===== config.mk =====
export PLATFORM = sky130hd
export DESIGN_NAME = fpu_ss_mem_responder
export DESIGN_NICKNAME = d
export VERILOG_FILES = /design/src/rtl/fpu_ss_mem_responder.sv
export SDC_FILE = /design/constraint.sdc
export NUM_CORES = 1
export LEC_CHECK = 0
export CAP_MARGIN = 20
export CORE_AREA = 2 2 132 134
export CTS_CLUSTER_DIAMETER = 200
export DETAILED_ROUTE_END_ITERATION = 10
export DIE_AREA = 0 0 134 136
export SETUP_SLACK_MARGIN = 0.1
export SLEW_MARGIN = 20
export SYNTH_ARGS = -nofsm -noshare
export SYNTH_HDL_FRONTEND = slang
export SYNTH_SLANG_ARGS = --single-unit

===== constraint.sdc =====
create_clock -name clk_i -period 4.7 [get_ports clk_i]
set_input_delay 0.94 -clock clk_i [delete_from_list [all_inputs] [get_ports clk_i]]
set_output_delay 0.94 -clock clk_i [all_outputs]
set_load 0.02 [all_outputs]

===== src/rtl/fpu_ss_mem_responder.sv =====
// Core-side responder for CORE-V-XIF x_mem requests from the FPU subsystem.
// Checks alignment, issues each request on OBI and returns in-order single-cycle results.
module fpu_ss_mem_responder #(
  parameter int unsigned X_ID_WIDTH  = 4,
  parameter int unsigned ADDR_WIDTH  = 32,
  parameter int unsigned DATA_WIDTH  = 32,
  parameter int unsigned OUTSTANDING = 2
) (
  input  logic                    clk_i,
  input  logic                    rst_ni,
  input  logic                    x_mem_valid_i,
  output logic                    x_mem_ready_o,
  input  logic [X_ID_WIDTH-1:0]   x_mem_req_id_i,
  input  logic [ADDR_WIDTH-1:0]   x_mem_req_addr_i,
  input  logic                    x_mem_req_we_i,
  input  logic [DATA_WIDTH/8-1:0] x_mem_req_be_i,
  input  logic [DATA_WIDTH-1:0]   x_mem_req_wdata_i,
  input  logic                    x_mem_req_last_i,
  input  logic                    x_mem_req_spec_i,
  output logic                    x_mem_resp_exc_o,
  output logic [5:0]              x_mem_resp_exccode_o,
  output logic                    x_mem_result_valid_o,
  output logic [X_ID_WIDTH-1:0]   x_mem_result_id_o,
  output logic [DATA_WIDTH-1:0]   x_mem_result_rdata_o,
  output logic                    x_mem_result_err_o,
  output logic                    data_req_o,
  input  logic                    data_gnt_i,
  output logic [ADDR_WIDTH-1:0]   data_addr_o,
  output logic                    data_we_o,
  output logic [DATA_WIDTH/8-1:0] data_be_o,
  output logic [DATA_WIDTH-1:0]   data_wdata_o,
  input  logic                    data_rvalid_i,
  input  logic [DATA_WIDTH-1:0]   data_rdata_i,
  input  logic                    data_err_i
);

  localparam int unsigned BE_W  = DATA_WIDTH / 8;
  localparam int unsigned CNT_W = $clog2(OUTSTANDING + 1);
  localparam int unsigned PTR_W = (OUTSTANDING > 1) ? $clog2(OUTSTANDING) : 1;
  localparam logic [5:0] EXC_LOAD_MISALIGNED  = 6'd4;
  localparam logic [5:0] EXC_STORE_MISALIGNED = 6'd6;
  localparam logic [PTR_W-1:0] PTR_LAST = PTR_W'(OUTSTANDING - 1);

  typedef enum logic {IDLE, WAIT_GNT} state_e;

  state_e state_q, state_d;

  // Request parked here while OBI withholds the grant, so the bus fields stay stable.
  logic [ADDR_WIDTH-1:0] hold_addr_q;
  logic                  hold_we_q;
  logic [BE_W-1:0]       hold_be_q;
  logic [DATA_WIDTH-1:0] hold_wdata_q;
  logic [X_ID_WIDTH-1:0] hold_id_q;
  logic                  hold_load;

  logic [X_ID_WIDTH-1:0] fifo_id_q [OUTSTANDING];
  logic                  fifo_we_q [OUTSTANDING];
  logic [PTR_W-1:0]      wr_ptr_q, rd_ptr_q;
  logic [CNT_W-1:0]      cnt_q;
  logic                  fifo_full, fifo_empty;
  logic                  push, pop, push_we;
  logic [X_ID_WIDTH-1:0] push_id;
  logic                  misaligned;

  // last/spec carry no information from the FPU subsystem.
  logic unused_req_flags;
  assign unused_req_flags = x_mem_req_last_i ^ x_mem_req_spec_i;

  assign fifo_full  = (cnt_q == CNT_W'(OUTSTANDING));
  assign fifo_empty = (cnt_q == '0);
  assign misaligned = (x_mem_req_addr_i[1:0] != 2'b00);

  // NOTE: every output is given a default before any branch so no path leaves a value
  // unassigned, which would otherwise infer a latch.
  always_comb begin
    state_d              = state_q;
    x_mem_ready_o        = 1'b0;
    x_mem_resp_exc_o     = 1'b0;
    x_mem_resp_exccode_o = '0;
    x_mem_result_valid_o = 1'b0;
    x_mem_result_id_o    = '0;
    x_mem_result_rdata_o = '0;
    x_mem_result_err_o   = 1'b0;
    data_req_o           = 1'b0;
    data_addr_o          = '0;
    data_we_o            = 1'b0;
    data_be_o            = '0;
    data_wdata_o         = '0;
    push                 = 1'b0;
    push_id              = '0;
    push_we              = 1'b0;
    hold_load            = 1'b0;
    pop                  = 1'b0;

    // Outputs are forced low for the whole time reset is asserted.
    if (rst_ni) begin
      case (state_q)
        IDLE: begin
          x_mem_ready_o = ~fifo_full;
          data_req_o    = x_mem_valid_i & ~misaligned & ~fifo_full;
          data_addr_o   = x_mem_req_addr_i;
          data_we_o     = x_mem_req_we_i;
          data_be_o     = x_mem_req_be_i;
          data_wdata_o  = x_mem_req_wdata_i;
          if (x_mem_valid_i && !fifo_full) begin
            if (misaligned) begin
              x_mem_resp_exc_o     = 1'b1;
              x_mem_resp_exccode_o = x_mem_req_we_i ? EXC_STORE_MISALIGNED : EXC_LOAD_MISALIGNED;
            end else if (data_gnt_i) begin
              push    = 1'b1;
              push_id = x_mem_req_id_i;
              push_we = x_mem_req_we_i;
            end else begin
              hold_load = 1'b1;
              state_d   = WAIT_GNT;
            end
          end
        end
        WAIT_GNT: begin
          data_req_o   = 1'b1;
          data_addr_o  = hold_addr_q;
          data_we_o    = hold_we_q;
          data_be_o    = hold_be_q;
          data_wdata_o = hold_wdata_q;
          if (data_gnt_i) begin
            push    = 1'b1;
            push_id = hold_id_q;
            push_we = hold_we_q;
            state_d = IDLE;
          end
        end
        default: state_d = IDLE;
      endcase

      if (data_rvalid_i && !fifo_empty) begin
        pop                  = 1'b1;
        x_mem_result_valid_o = 1'b1;
        x_mem_result_id_o    = fifo_id_q[rd_ptr_q];
        x_mem_result_rdata_o = fifo_we_q[rd_ptr_q] ? '0 : data_rdata_i;
        x_mem_result_err_o   = data_err_i;
      end
    end
  end

  // NOTE: registers use non-blocking assignments so every flop samples pre-edge values,
  // independent of the order the simulator evaluates processes.
  always_ff @(posedge clk_i or negedge rst_ni) begin
    if (!rst_ni) begin
      state_q      <= IDLE;
      hold_addr_q  <= '0;
      hold_we_q    <= 1'b0;
      hold_be_q    <= '0;
      hold_wdata_q <= '0;
      hold_id_q    <= '0;
    end else begin
      state_q <= state_d;
      if (hold_load) begin
        hold_addr_q  <= x_mem_req_addr_i;
        hold_we_q    <= x_mem_req_we_i;
        hold_be_q    <= x_mem_req_be_i;
        hold_wdata_q <= x_mem_req_wdata_i;
        hold_id_q    <= x_mem_req_id_i;
      end
    end
  end

  always_ff @(posedge clk_i or negedge rst_ni) begin
    if (!rst_ni) begin
      wr_ptr_q <= '0;
      rd_ptr_q <= '0;
      cnt_q    <= '0;
    end else begin
      if (push) wr_ptr_q <= (wr_ptr_q == PTR_LAST) ? '0 : wr_ptr_q + PTR_W'(1);
      if (pop)  rd_ptr_q <= (rd_ptr_q == PTR_LAST) ? '0 : rd_ptr_q + PTR_W'(1);
      case ({push, pop})
        2'b10:   cnt_q <= cnt_q + CNT_W'(1);
        2'b01:   cnt_q <= cnt_q - CNT_W'(1);
        default: cnt_q <= cnt_q;
      endcase
    end
  end

  // NOTE: the entry storage has no reset; an entry is only read after being written,
  // and validity is carried entirely by the reset pointers and count.
  always_ff @(posedge clk_i) begin
    if (push) begin
      fifo_id_q[wr_ptr_q] <= push_id;
      fifo_we_q[wr_ptr_q] <= push_we;
    end
  end

`ifndef SYNTHESIS
  logic                  prev_stall_q;
  logic [ADDR_WIDTH-1:0] prev_addr_q;
  logic                  prev_we_q;
  logic [BE_W-1:0]       prev_be_q;
  logic [DATA_WIDTH-1:0] prev_wdata_q;

  always_ff @(posedge clk_i or negedge rst_ni) begin
    if (!rst_ni) begin
      prev_stall_q <= 1'b0;
      prev_addr_q  <= '0;
      prev_we_q    <= 1'b0;
      prev_be_q    <= '0;
      prev_wdata_q <= '0;
    end else begin
      prev_stall_q <= data_req_o & ~data_gnt_i;
      prev_addr_q  <= data_addr_o;
      prev_we_q    <= data_we_o;
      prev_be_q    <= data_be_o;
      prev_wdata_q <= data_wdata_o;
    end
  end

  always_ff @(posedge clk_i) begin
    if (rst_ni) begin
      if (prev_stall_q)
        assert (data_req_o && data_addr_o == prev_addr_q && data_we_o == prev_we_q &&
                data_be_o == prev_be_q && data_wdata_o == prev_wdata_q)
          else $error("OBI request changed before grant");
      assert (cnt_q <= CNT_W'(OUTSTANDING))
        else $error("outstanding count above limit");
      if (data_rvalid_i)
        assert (!fifo_empty)
          else $warning("data_rvalid_i with no outstanding transaction dropped");
    end
  end
`endif

endmodule


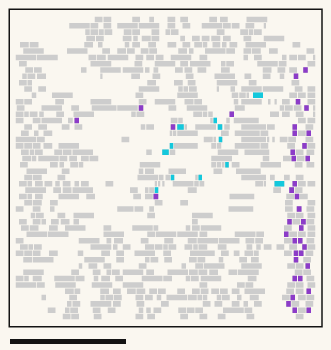
gates.png
Bar = 50 um.
color	family	cells
purple	and/or cells	38
cyan	aoi and oai cells	12

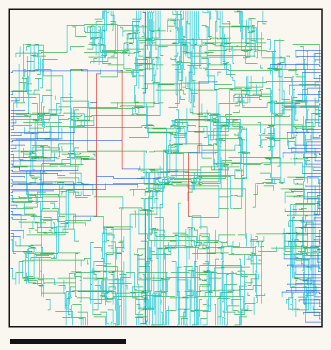
layers.png
Bar = 50 um.
color	layer	wire length
blue	M3	1120 um
red	M4	245 um
cyan	M2	6890 um
green	M1	5210 um

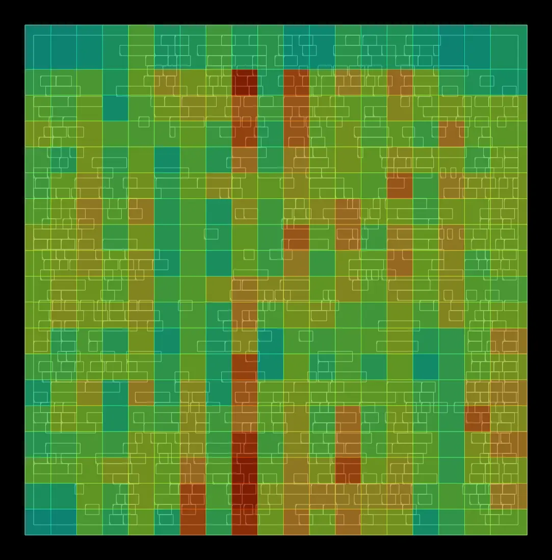
congestion_map.png
met2 Use GR: 27.5%
met1 Use GR: 16.3%
Total GRT Usage: 15.0%
met3 usage: 4.70%
busiest grt layer: met2

==> impl_metrics.env <==
# source this file to load flow results
export IMPL_vias=3931
export IMPL_crit_chain="clkdlybuf4s50_1, nor2_2, a31oi_1, nor2b_1, clkdlybuf4s50_1"
export IMPL_worstSetupStartpointType="primary input"
export IMPL_worstSetupPathType="primary input to primary output"
export IMPL_clock_power_share_pct=26.1
export IMPL_cp_depth=5
export IMPL_cts_tree="yes"
export IMPL_grt_pass1_vias=4130
export IMPL_rr_worst_depth=4
export IMPL_clock_root_buffer="clkbuf_16"
export IMPL_dpl_cell_area_sq_mm=0.00739
export IMPL_seqPwrFrac_pct=42.2
export IMPL_reg_largest_list="hold_addr_q x32, hold_wdata_q x32, fifo_id_q x8"
export IMPL_ys_flop_type="dfrtp_1"
export IMPL_hold_path_class="primary input to asynchronous set/reset pin"
export IMPL_cts_resized_gates=0
export IMPL_setup_violations=0
export IMPL_pwr_share_comb_pct=31.7
export IMPL_crit_end="data_req_o"
export IMPL_fillerInstances=1561
export IMPL_cts_buffer_depth=2
export IMPL_p_comb_uw=930
export IMPL_p_sw_share_pct=30.3
export IMPL_skew_ns=0.00630
export IMPL_final_area_sq_mm=0.00770
export IMPL_wl_met1_mm=5.21
export IMPL_areaGrowthSynthToFinish_pct=55.2
export IMPL_wl_met3_mm=1.12
export IMPL_io_pins=229
export IMPL_hpwlAfterDp_mm=9.90
export IMPL_dr_first_iter_drc_count=107
export IMPL_mostFrequentLayoutCell="clkdlybuf4s50_1"
export IMPL_maxPowerGroup="sequential cells"
export IMPL_edf_count=10
export IMPL_placeableCoreArea_sq_mm=0.0169
export IMPL_clkSinkCount=88
export IMPL_top_cells_by_count="dfrtp_1 (78), nor2b_1 (76), mux2i_1 (72)"
export IMPL_drtAntennaViolNets=0
export IMPL_p_sw_uw=891
export IMPL_fin_crit_ns=3.86
export IMPL_lay_top_cells="clkdlybuf4s50_1 (221), dfrtp_1 (77), nor2b_1 (76), mux2i_1 (72), mux2_1 (68)"
export IMPL_die_x_um=134
export IMPL_warnings=28
export IMPL_grt_pass1_wl_mm=21.5
export IMPL_avgSynthCellArea_sq_um=11.5
export IMPL_post_cts_setup_buffers=0
export IMPL_critical_path_buf_inv_count=2
export IMPL_status="completed"
export IMPL_grt_ovfl_total=0
export IMPL_r2r_end="hold_wdata_q[18]$_DFFE_PN0P_"
export IMPL_combGateArea_sq_mm=0.00256
export IMPL_crit_required_ns=3.76
export IMPL_drt_wirelength_per_cell_um=15.5
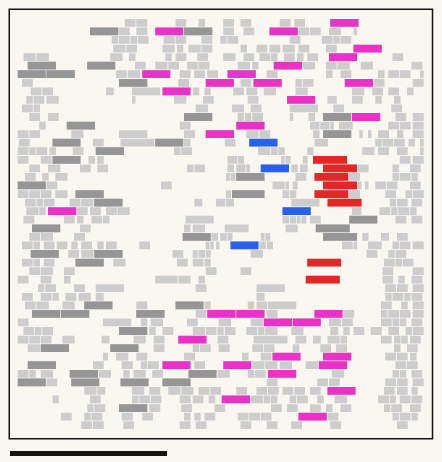
ff_map.png
Bar = 50 um. Other sequential cells in the stronger gray, the rest of the logic in the fainter gray.
color	signal	placed flops
magenta	`hold_wdata_q`	32
red	`fifo_id_q`	8
blue	`hold_id_q`	4
not colored	44

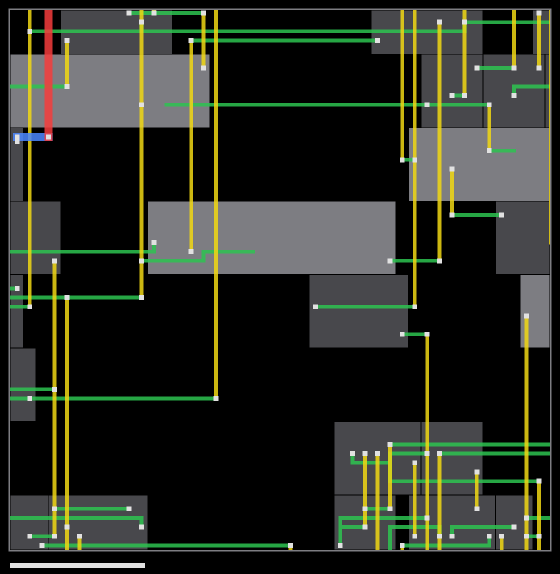
closeup.png
Bar = 5 um. Window x 57 to 77, y 85 to 105 um. Cells in gray, sequential cells in the stronger gray; small squares are vias.
color	layer
green	M1
red	M4
blue	M3
yellow	M2
most frequent	dfrtp_1 (3)
cells with their middle in the window	16
sequential cells in the window	3
netlist names of flops here include	`hold_wdata_q` (2), `hold_addr_q` (1)

## area by class of cell
class / count / area share [%]
Multi-Input combinational cell: 309 / 33.2
Timing Repair Buffer: 229 / 29.7
Sequential cell: 88 / 29.3
Tap cell: 225 / 3.65
Clock buffer: 10 / 2.97
Clock inverter: 6 / 1.09
Inverter: 2 / 0.0975
## kinds of logic after synthesis
family / count (synthesis) / synth area share (%)
adder cells (fa/ha/maj): 1 / 0.252
multiplexers: 143 / 30.6
AND-OR/OR-AND: 12 / 1.59
buffers and inverters: 37 / 3.50
other: 1 / 0.0756
XOR/XNOR: 4 / 0.706
flip-flops: 88 / 45.4
AND/OR/NAND/NOR: 145 / 17.9
